==> config.mk <==
export PLATFORM = sky130hd
export DESIGN_NAME = alu_issue_seq_flat
export DESIGN_NICKNAME = d
export VERILOG_FILES = /design/src/rtl/alu_issue_seq_if.sv /design/src/rtl/alu_issue_seq.sv /design/src/flat_wrapper.sv
export SDC_FILE = /design/constraint.sdc
export NUM_CORES = 1
export LEC_CHECK = 0
export CORE_AREA = 2 2 197 199
export CTS_CLUSTER_DIAMETER = 120
export DETAILED_ROUTE_END_ITERATION = 8
export DIE_AREA = 0 0 199 201
export GPL_ROUTABILITY_DRIVEN = 0
export PLACE_DENSITY = 0.6
export SLEW_MARGIN = 20
export SYNTH_ARGS = -nofsm -noshare
export SYNTH_HDL_FRONTEND = slang
export SYNTH_SLANG_ARGS = --single-unit
==> constraint.sdc <==
create_clock -name clock -period 1.6 [get_ports clock]
set_input_delay 0.32 -clock clock [delete_from_list [all_inputs] [get_ports clock]]
set_output_delay 0.32 -clock clock [all_outputs]
set_load 0.03 [all_outputs]
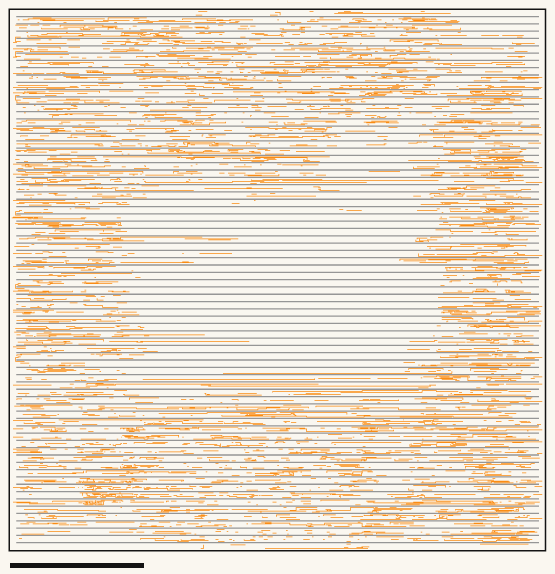
Fig. 1. Metal 1.
Bar = 50 um. Supply wires on this layer in gray.
nets with wire on the layer: 1337
wire length on this layer: 15100 um
main direction: horizontal
share of all routed wire: 39%
via count: 8129
met1 track demand over resource in global routing: 0.2075
detailed-route wire length: 38350 um

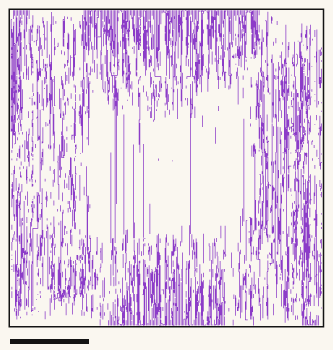
Fig. 2. M2 wires.
Bar = 50 um.
nets with wire on the layer: 1451
longest straight run: 105 um
global-route track usage on met2: 0.3057

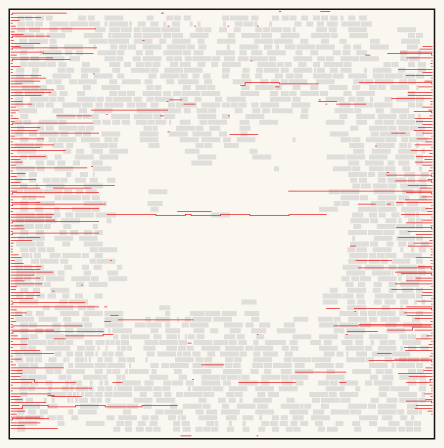
Fig. 3. The metal 3 layer.
Cells faint in the background.
main direction: horizontal
wire length on this layer: 3460 um
nets with wire on the layer: 290
met3 usage: 0.06821

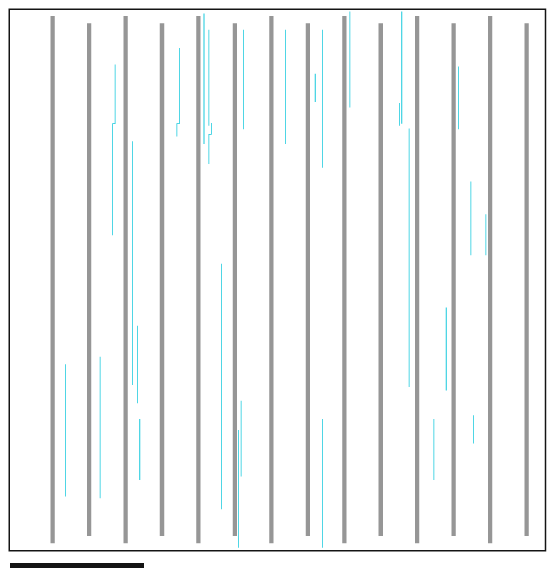
Fig. 4. The metal 4 layer.
Bar = 50 um. Supply wires on this layer in gray.
nets with wire on the layer: 17
share of all routed wire: 2.9%
longest straight run: 95.9 um
wire length on this layer: 1100 um

==> run summary <==
State of the implementation.

- The number of violations reported at the end of detailed-routing iteration 0 is 219, for reference.
- For reference, the final report shows the hold violation count at 0.
- The max-slew headroom at the worst pin is 0.6766, for reference.
- The layout report lists the non-clock buffer share of cell area as 0.3334.
- The part of the power in registers is 0.293, for reference.
- Global routing finished with a remaining overflow of 0.
- The routed design shows a via density per instance of 4.454.
- The horizontal die dimension is 199 um, for reference.
- CTS added clock buffers totalling 34.
- The category of the worst setup path capture point is an output port, for reference.
- The final reports fail on negative setup slack.
- Counting every net in the synthesized netlist gives 898.
- The largest stage delay on the critical path is 440 ps, for reference.
- The number of max-slew violations in the final report is 0, for reference.
- The count of final setup violators is 296, for reference.
- The cell with the biggest individual delay on the critical path is sky130_fd_sc_hd__dfrtp_2, for reference.
- Per the cell usage report, the commonest logic cells after layout are sky130_fd_sc_hd__dfrtp_1 (292), sky130_fd_sc_hd__clkdlybuf4s50_1 (219), sky130_fd_sc_hd__clkdlybuf4s15_2 (202).
- Setup repair after global routing could not meet its margin everywhere.
- In the final layout, flip-flops and latches occupy 7386 um^2.
- Port buffering added 500 buffers.
- The logic gate fraction of the total cell area is 0.2064, for reference.
- The power per cell area is 2323 nW/um^2, for reference.
- The gate-level netlist out of Yosys references 31 unique cell types.
- The floorplan step defined a die boundary enclosing 40000 um^2.
- As reported, the later end of the worst-skew pair has a clock insertion delay of 530 ps.
- The fraction of power consumed by the clock network is 0.166, for reference.
- The wire length of the first global-routing pass is 54460 um, for reference.
- The critical path required time is 1280 ps, for reference.
- TritonCTS built the clock tree.
- The final critical-path share of the clock period is 1.178, for reference.
- Looking at area per cell type in the netlist, the leader is sky130_fd_sc_hd__dfrtp_1.
- The worst path setup slack after routing is -284.8 ps, for reference.
- Setup slack on the worst reg-to-reg path comes out at -260 ps.
- Traced cell by cell, the critical path runs through buf_6 -> buf_6 -> nand3b_4 -> inv_4 -> buf_6.
- The flow ran to the end, but the final reports show violations.
- The final-stage net count is 1506, for reference.
- The type of the worst min-delay path is in2async, for reference.
- In this run the layout overhead on the synthesized area is reported as 78.36%.
- The final design was reported to hold multi-input combinational gates totalling 338.
- The final critical delay including setup and external delays is 1885 ps, for reference.
- The pin count of the biggest net entering global routing is 49, for reference.
- The peak supply drop is 1.171 mV, for reference.
- The number of maximum-capacitance violations is 0, for reference.
- Max fanout on the critical path was recorded as 4.
- The most used flip-flop cell after synthesis is sky130_fd_sc_hd__dfrtp_1.
- The mapped cell area is 11180 um^2, for reference.
- The most area-hungry cell class in the final design is sequential cells, for reference.
==> layer usage <==
metal,part of all wire,global-route usage,vias to the layer above
met3,0.090,0.06821,67
met1,0.39,0.2075,4112
met2,0.49,0.3057,344
li1,-,-,3606
met5,0,0,-
met4,0.029,0.06956,0
==> timing repair <==
| action | CTS | global route |
|---|---|---|
| buffers inserted | 21 | 19 |
| setup endpoints to repair | 558 | 336 |
| gates resized | 867 | 153 |
| hold buffers | 1 | 0 |
| pin swaps | 5 | 7 |
| hold endpoints to repair | 29 | 0 |
| gates cloned | 11 | 10 |
==> power by group through the flow <==
stage	sequential (mW)	combinational [mW]	clock (mW)
after floorplan	20.3	5.93	0
after global placement	13.4	23.0	0
final	13.6	25.1	7.67
after detailed placement	13.5	23.2	0
after CTS	13.5	24.1	7.92
after global routing	14.1	26.3	8.21
==> logic make-up (layout without fill, tap and decap cells) <==
| group | Yosys count | in the layout | share of synthesized area |
|---|---|---|---|
| DFF | 295 | 295 | 0.6605 |
| muxes | 287 | 287 | 0.2890 |
| buffers and inverters | 42 | 674 | 0.01926 |
| and+or+nand+nor | 32 | 33 | 0.01747 |
| AOI/OAI and AO/OA | 15 | 15 | 0.01041 |
| adders and majority gates | 3 | 3 | 0.003359 |
==> through the flow <==
step | setup WS [ps] | hold WS (ps) | cells | util
2_1_floorplan | -60.22 | 24.41 | 674 | -
3_3_place_gp | -349.9 | 249.2 | 1712 | 0.4521
3_5_place_dp | -378.6 | 249.7 | 1712 | 0.4521
4_1_cts | -326.1 | 255.5 | 1806 | 0.5114
5_1_grt | -356.0 | 280.5 | 1825 | 0.5231
6_report | -284.8 | 270.2 | 1825 | 0.5231
==> worst max-delay path, delay by kind of cell, from the launching register on <==
kind	cells	cell delay (ps)
flops	1	440
simple gates	1	170
buf+inv	4	440
Power figures rest on the tool's default switching activity, not on a simulated workload.
